**Run 1: wire density map**

Scale bar: 20 microns. 13 x 13 tiles, from dark purple (low) to yellow (high), scaled to the fullest tile. Values are wire area over tile area, all layers added.
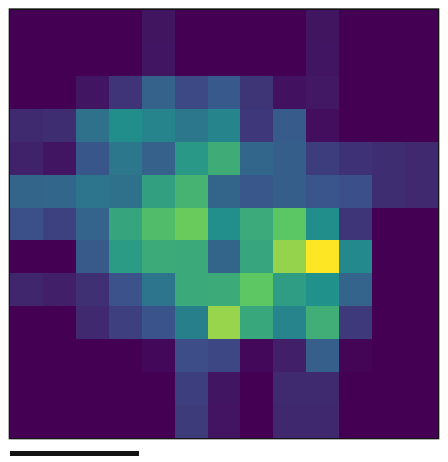
**Run 1: where the registers sit**

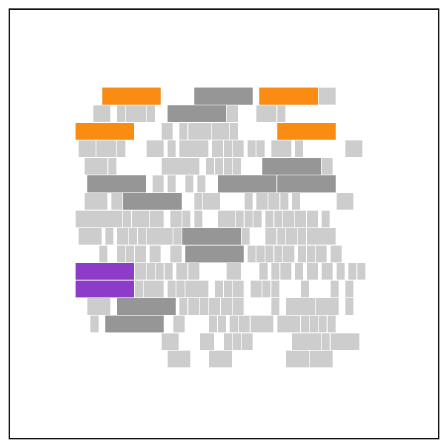
**Run 1: sizing map**

Scale bar: 20 microns.
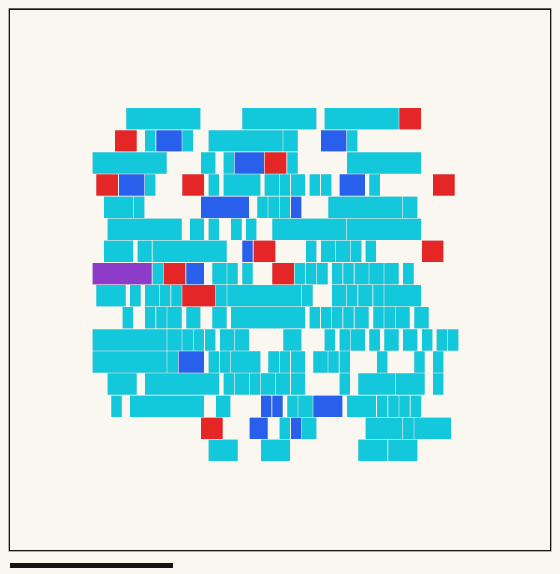
[src/rtl/frame_reduce_pkg.sv]
// frame_reduce_pkg
//   Shared definitions for the frame reduction controller: op codes, the
//   reduction class/invert encoding, FSM states and the op_sel decoder.
package frame_reduce_pkg;

  localparam logic [2:0] OP_AND  = 3'd0;
  localparam logic [2:0] OP_OR   = 3'd1;
  localparam logic [2:0] OP_XOR  = 3'd2;
  localparam logic [2:0] OP_NAND = 3'd3;
  localparam logic [2:0] OP_NOR  = 3'd4;
  localparam logic [2:0] OP_XNOR = 3'd5;

  typedef enum logic [1:0] {
    CLS_AND = 2'd0,
    CLS_OR  = 2'd1,
    CLS_XOR = 2'd2
  } op_class_e;

  typedef struct packed {
    op_class_e cls;
    logic      inv;
    logic      illegal;
  } op_dec_t;

  typedef enum logic [1:0] {
    IDLE  = 2'd0,
    ACCUM = 2'd1,
    DONE  = 2'd2
  } state_e;

  // Split an op code into reduction class + final inversion.
  // Codes 6/7 are illegal and fall back to plain XOR.
  function automatic op_dec_t decode_op(input logic [2:0] op);
    op_dec_t d;
    d.cls     = CLS_XOR;
    d.inv     = 1'b0;
    d.illegal = 1'b0;
    case (op)
      OP_AND:  d.cls = CLS_AND;
      OP_OR:   d.cls = CLS_OR;
      OP_XOR:  d.cls = CLS_XOR;
      OP_NAND: begin d.cls = CLS_AND; d.inv = 1'b1; end
      OP_NOR:  begin d.cls = CLS_OR;  d.inv = 1'b1; end
      OP_XNOR: begin d.cls = CLS_XOR; d.inv = 1'b1; end
      default: d.illegal = 1'b1;
    endcase
    return d;
  endfunction

endpackage

[src/rtl/frame_reduce_ctrl_word_reduce.sv]
// word_reduce_unit
//   Combinational reduction of one WIDTH-bit word.
//   word    : input word
//   red_and : &word
//   red_or  : |word
//   red_xor : ^word
module word_reduce_unit #(
  parameter int WIDTH = 4
) (
  input  logic [WIDTH-1:0] word,
  output logic             red_and,
  output logic             red_or,
  output logic             red_xor
);

  assign red_and = &word;
  assign red_or  = |word;
  assign red_xor = ^word;

endmodule

[src/rtl/frame_reduce_ctrl.sv]
// frame_reduce_ctrl
//   Folds every bit of every word in a frame into one AND/OR/XOR result,
//   optionally inverted, and hands it off with the frame's beat count.
//   clk, rst          : clock, async active-high reset
//   in_valid/in_ready : input beat handshake (in_ready depends on state only)
//   in_data, in_last  : beat payload and end-of-frame marker
//   op_sel            : op code, sampled on the first beat of a frame only
//   out_valid/out_ready: result handshake
//   out_result        : reduction result (registered)
//   out_count         : beats in the completed frame (registered)
//   err               : sticky, set when an illegal op code starts a frame
import frame_reduce_pkg::*;

module frame_reduce_ctrl #(
  parameter int WIDTH     = 4,
  parameter int FRAME_LEN = 8,
  parameter int CNT_W     = $clog2(FRAME_LEN + 1)
) (
  input  logic             clk,
  input  logic             rst,
  input  logic             in_valid,
  output logic             in_ready,
  input  logic [WIDTH-1:0] in_data,
  input  logic             in_last,
  input  logic [2:0]       op_sel,
  output logic             out_valid,
  input  logic             out_ready,
  output logic             out_result,
  output logic [CNT_W-1:0] out_count,
  output logic             err
);

  state_e           state;
  op_class_e        cls_q;
  logic             inv_q;
  logic             acc;
  logic [CNT_W-1:0] cnt;

  logic             w_and, w_or, w_xor;
  op_dec_t          dec;
  logic             seed;
  logic             acc_nxt;
  logic [CNT_W-1:0] cnt_nxt;
  logic             close_accum;

  word_reduce_unit #(.WIDTH(WIDTH)) u_red (
    .word    (in_data),
    .red_and (w_and),
    .red_or  (w_or),
    .red_xor (w_xor)
  );

  assign dec = decode_op(op_sel);

  always_comb begin
    // first beat: accumulator starts as the word's own reduction
    case (dec.cls)
      CLS_AND: seed = w_and;
      CLS_OR:  seed = w_or;
      default: seed = w_xor;
    endcase
    // later beats fold in using the class latched on the first beat
    case (cls_q)
      CLS_AND: acc_nxt = acc & w_and;
      CLS_OR:  acc_nxt = acc | w_or;
      default: acc_nxt = acc ^ w_xor;
    endcase
    cnt_nxt     = cnt + 1'b1;
    // in_last and hitting FRAME_LEN on the same beat close the frame once
    close_accum = in_last || (cnt_nxt == CNT_W'(FRAME_LEN));
  end

  assign in_ready = (state != DONE);

  always_ff @(posedge clk or posedge rst) begin
    if (rst) begin
      state      <= IDLE;
      cls_q      <= CLS_AND;
      inv_q      <= 1'b0;
      acc        <= 1'b0;
      cnt        <= '0;
      out_valid  <= 1'b0;
      out_result <= 1'b0;
      out_count  <= '0;
      err        <= 1'b0;
    end else begin
      case (state)
        IDLE: begin
          if (in_valid) begin
            cls_q <= dec.cls;
            inv_q <= dec.inv;
            acc   <= seed;
            cnt   <= CNT_W'(1);
            if (dec.illegal) err <= 1'b1;
            if (in_last || FRAME_LEN == 1) begin
              state      <= DONE;
              out_valid  <= 1'b1;
              out_result <= seed ^ dec.inv;
              out_count  <= CNT_W'(1);
            end else begin
              state <= ACCUM;
            end
          end
        end
        ACCUM: begin
          if (in_valid) begin
            acc <= acc_nxt;
            cnt <= cnt_nxt;
            if (close_accum) begin
              state      <= DONE;
              out_valid  <= 1'b1;
              out_result <= acc_nxt ^ inv_q;
              out_count  <= cnt_nxt;
            end
          end
        end
        DONE: begin
          // result registers keep their value after the handshake
          if (out_ready) begin
            state     <= IDLE;
            out_valid <= 1'b0;
          end
        end
        default: state <= IDLE;
      endcase
    end
  end

endmodule

[config.mk]
export PLATFORM = sky130hd
export DESIGN_NAME = frame_reduce_ctrl
export DESIGN_NICKNAME = d
export VERILOG_FILES = /design/src/rtl/frame_reduce_pkg.sv /design/src/rtl/frame_reduce_ctrl_word_reduce.sv /design/src/rtl/frame_reduce_ctrl.sv
export SDC_FILE = /design/constraint.sdc
export NUM_CORES = 1
export LEC_CHECK = 0
export ABC_AREA = 1
export CAP_MARGIN = 40
export CORE_MARGIN = 10
export CORE_UTILIZATION = 51
export CTS_CLUSTER_DIAMETER = 120
export DETAILED_ROUTE_END_ITERATION = 8
export GPL_ROUTABILITY_DRIVEN = 0
export PLACE_DENSITY = 0.81
export SYNTH_ARGS = -nofsm -noshare
export SYNTH_HDL_FRONTEND = slang
export SYNTH_SLANG_ARGS = --single-unit
[constraint.sdc]
create_clock -name clk -period 2.4 [get_ports clk]
set_clock_uncertainty 0.15 [all_clocks]
set_input_delay 0.6 -clock clk [delete_from_list [all_inputs] [get_ports clk]]
set_output_delay 0.6 -clock clk [all_outputs]
set_load 0.1 [all_outputs]
==> ci_impl_report.md, run 1 <==
### Yosys + OpenROAD results

| Metric | Value |
|---|---|
| Post-DR wirelength/cell | `11.43 microns` |
| Status | `finished clean` |
| Crit path launch | `in_data[2]` |
| Fraction of layout cells with a size suffix above 1 | `0.1591` |
| Gr ovfl total | `0` |
| Syn avg cell area | `7.180 sq um` |
| Initial antenna violation count | `0` |
| Total Routing Usage GR | `0.1117` |
| Cells after DPL | `199` |
| MaxCap Viol Count | `0` |
| R2R Path Start | `state[1]` |
| Die ar. | `4410 sq um` |
| OpenROAD warnings | `28` |
| Final WL | `2.321 mm` |
| Worst reg2reg path depth | `7` |
| H-tree depth | `1` |
| Net Sw Power | `742.2 uW` |
| First-pass DRT Iterations | `4` |
| Cell type with the largest total area | `dfrtp_1` |
| CP Data Required Time | `2.44 ns` |
| Ys flop type | `dfrtp_1` |
| Yosys stat chip area | `1099 sq um` |
| DP Worst Slack | `-0.08447 ns` |
| Final-report max-slew violation count | `0` |
| Clock buffer depth | `2` |
| Die Height | `66.41 microns` |
| Final Hold Viols | `0` |
| Top cells by count | `nand2_1 (45), nand3_1 (21), inv_1 (20)` |
| Post-synthesis instance total | `153` |
| RSZ-0062 raised after global routing | `no` |
| Clock network power share | `0.106` |
| Largest stage delay, worst path | `0.49 ns` |
| Worst setup endpoint | `out_result` |
Notes on 'wire density map' above:
13% of the tiles are over half the peak. The fullest tile reaches 0.44. The densest ninth of the die: center. The emptiest ninth of the die: upper right. The mean over all tiles is 0.084. 40% of the tiles are nearly empty.

Notes on 'where the registers sit' above:
Key: out_count = orange [placed flops 4]; state = purple [placed flops 2]
Another 11 sequential cells are not colored.

Notes on 'sizing map' above:
Key: x6 and larger = purple [cells 1, share 0.57%]; x3 and x4 = red [cells 12, share 6.8%]; x2 = blue [cells 15, share 8.5%]; x1 and smaller = cyan [cells 148, share 84%]

-- run 1: per-stage QoR --
step                      area [sq um]  utilization
after floorplan                   1099            -
after global placement            1311       0.6550
after detailed placement          1311       0.6550
after CTS                         1338       0.6681
after global routing              1338       0.6681
final                             1338       0.6681
-- run 1: per-layer routing --
layer	track usage	share of wire	up-vias
met4	0.03665	0.011	0
met3	0.04407	0.059	4
li1	-	-	536
met2	0.1830	0.47	24
met1	0.1290	0.46	446
met5	0	0	-
-- run 1: area by class of cell --
type | count | area [sq um] | share of cell area
Multi-Input combinational cell | 110 | 568.0 | 0.4247
Sequential cell | 17 | 425.4 | 0.3181
Timing Repair Buffer | 20 | 190.2 | 0.1422
Inverter | 25 | 93.84 | 0.07016
Tap cell | 27 | 33.78 | 0.02526
Clock buffer | 4 | 26.28 | 0.01964
-- run 1: worst min-delay path by stage --
stage,startpoint,end,cells past startpoint
after CTS,err,err,1
final,err,err,1
after global placement,err,err,1
after floorplan,state[0],state[0],2
after detailed placement,err,err,1
after global routing,err,err,1
-- run 1: critical path: cells and delay by family --
family	cells	cell delay [ns]
simple gates	9	0.67
buf+inv	3	0.62
fa+ha+maj	1	0.32
-- run 1: kinds of logic (layout without fill, tap and decap cells) --
logic type / count (synthesis) / in the layout / synth area share
AND/OR/NAND/NOR: 83 / 83 / 0.3326
buffers and inverters: 26 / 49 / 0.09567
AND-OR/OR-AND: 21 / 21 / 0.1127
flip-flops: 17 / 17 / 0.3872
adder cells (fa/ha/maj): 5 / 5 / 0.05695
XOR/XNOR: 1 / 1 / 0.01481
-- run 1: power by group through the flow --
stage	Combinational (uW)	Sequential (uW)	Clock (uW)
3_5_place_dp	797	470	0
3_3_place_gp	788	464	0
6_report	795	464	149
4_1_cts	800	465	153
5_1_grt	871	478	167
2_1_floorplan	350	731	0
==> run 2, diff against run 1 <==
- MAX_ROUTING_LAYER: not set -> met4
- RECOVER_POWER: not set -> 100
==> run 2 against run 1 <==
Net effect: clock-buffer cell count unchanged; critical path depth did not move; setup slack got worse by 0.0070 ns; fmax shrank 0.32%; synthesized cell count unchanged; largest power group unchanged; via count is 0.69% higher; sequential share of layout area rose by 1.3 points; wire length up 1.1%; final cell count is the same; die area stayed put; critical endpoint unchanged; hold slack got worse by 0.0033 ns; power fell by 4.3%.
==> ci_impl_report.md, run 2 <==
### Yosys + OpenROAD results

| Metric | Value |
|---|---|
| Status | `finished clean` |
| Fraction of layout cells with a size suffix above 1 | `0.1250` |
| GR peak layer | `met2` |
| Grt met2 use | `0.1830` |
| Met1 Use GR | `0.1319` |
| First-pass DRT Iterations | `4` |
| OpenROAD warnings | `28` |
| TritonCTS clock tree | `done` |
| Die ar. | `4410 sq um` |
| Syn avg cell area | `7.180 sq um` |
| Gr ovfl total | `0` |
| Tmin final | `2.189 ns` |
| Final Hold Viols | `0` |
| Post-CTS Setup Repair Bufs | `0` |
| Wire length on met3 | `141 microns` |
| Met2 Wirelength | `1.100 mm` |
| Final WL | `2.347 mm` |
| Post-DR wirelength/cell | `11.56 microns` |
| Top layer in use | `met4` |
| Clock buffer depth | `2` |
| Net Sw Power | `729.3 uW` |
| Top cells by count | `nand2_1 (45), nand3_1 (21), inv_1 (20)` |
| RSZ-0062 raised after global routing | `no` |
| Wl on met1 | `1.080 mm` |
| MaxCap Viol Count | `0` |
| Met3 Track Usage GR | `0.03898` |
| Cell type with the largest total area | `dfrtp_1` |
| Sink Count | `17` |
| Die Height | `66.41 microns` |
| CP Data Required Time | `2.44 ns` |
| Initial antenna violation count | `0` |
| Final-report max-slew violation count | `0` |
| Yosys stat chip area | `1099 sq um` |
| Ys flop type | `dfrtp_1` |
| Synth cell types | `19` |
| Clock network power share | `0.110` |
| Post-synthesis instance total | `153` |
| Layout area overhead | `16.97%` |
| DP Worst Slack | `-0.08447 ns` |
==> run 2: cell counts after synthesis <==
Identical to the previous run, type by type.
==> run 2: kinds of logic after synthesis <==
| group | Yosys count | share of synthesized area |
|---|---|---|
| buffers and inverters | 26 | 0.09567 |
| AND-OR/OR-AND | 21 | 0.1127 |
| flip-flops | 17 | 0.3872 |
| AND/OR/NAND/NOR | 83 | 0.3326 |
| XOR/XNOR | 1 | 0.01481 |
| adder cells (fa/ha/maj) | 5 | 0.05695 |
==> run 2: final timing paths <==
kind / startpoint / end / slack [ns] / cells after the start
min in group asynchronous: rst / cnt[0] / 0.68 / 2
worst min-delay path: err / err / 0.33 / 1
worst max register to register: state[1] / out_count[3] / 0.70 / 7
worst min register to register: err / err / 0.33 / 1
worst max-delay path: in_data[2] / out_result / 0.21 / 13
max in group asynchronous: rst / cls_q[1] / 1.03 / 2
==> run 2: through the flow <==
step                utilization  area [sq um]  cells
finish                   0.6419          1285    203
global route             0.6419          1285    203
CTS                      0.6681          1338    203
detailed placement       0.6550          1311    199
global placement         0.6550          1311    199
floorplan                     -          1099    153
==> run 2: power by group through the flow <==
stage / clock network, uW / logic, uW / registers (uW)
2_1_floorplan: 0 / 350 / 731
3_3_place_gp: 0 / 788 / 464
3_5_place_dp: 0 / 797 / 470
4_1_cts: 153 / 800 / 465
5_1_grt: 167 / 810 / 477
6_report: 148 / 735 / 464
==> run 2: worst max-delay path: cells and delay by family <==
kind          cells  cell delay (ns)
buf+inv           3             0.62
simple gates      9             0.68
fa+ha+maj         1             0.32
==> run 2: layout make-up <==
cell class / count / area, sq um
Multi-Input combinational cell: 110 / 550.5
Tap cell: 27 / 33.78
Clock buffer: 4 / 26.28
Sequential cell: 17 / 425.4
Timing Repair Buffer: 20 / 155.1
Inverter: 25 / 93.84
Fill cell: 189 / 716.9
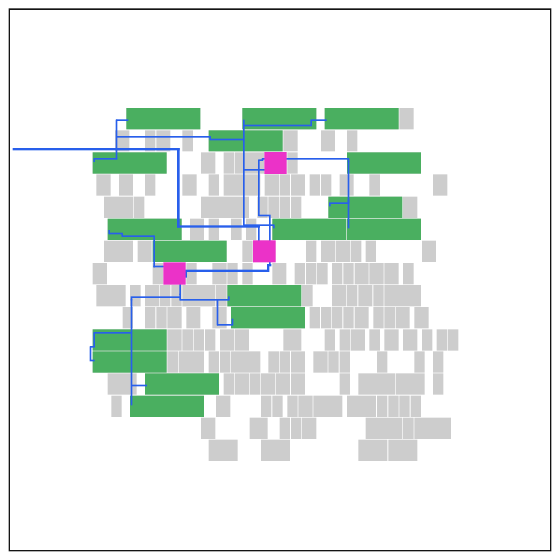
**Above:** run 2 (clock network drawn from the DEF).
Key: clock wires = blue [length 205 microns]; clock-net drivers = magenta [count 3]; flip-flops = green [count 17]
There are 4 routed clock nets.

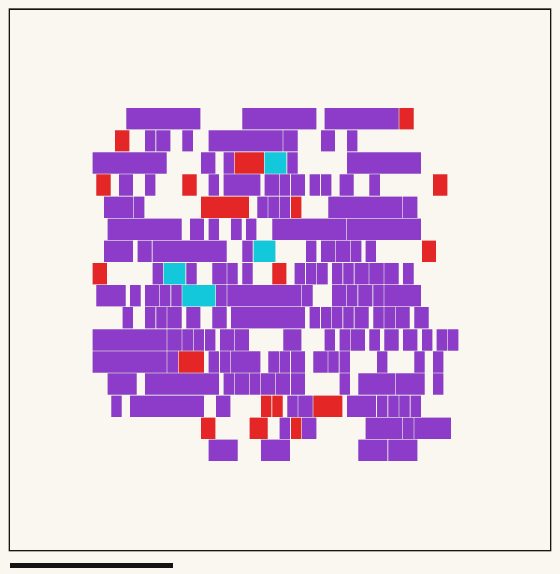
**Above:** run 2 (sizing map).
Scale bar: 20 microns.
Key: x2 = red [cells 18, share 10%]; x1 and smaller = purple [cells 154, share 88%]; x3 and x4 = cyan [cells 4, share 2.3%]

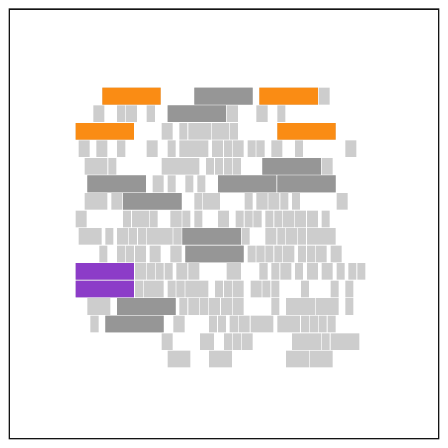
**Above:** run 2 (where the registers sit).
Key: state = purple [placed flops 2]; out_count = orange [placed flops 4]

Power and IR drop assume default switching activity.
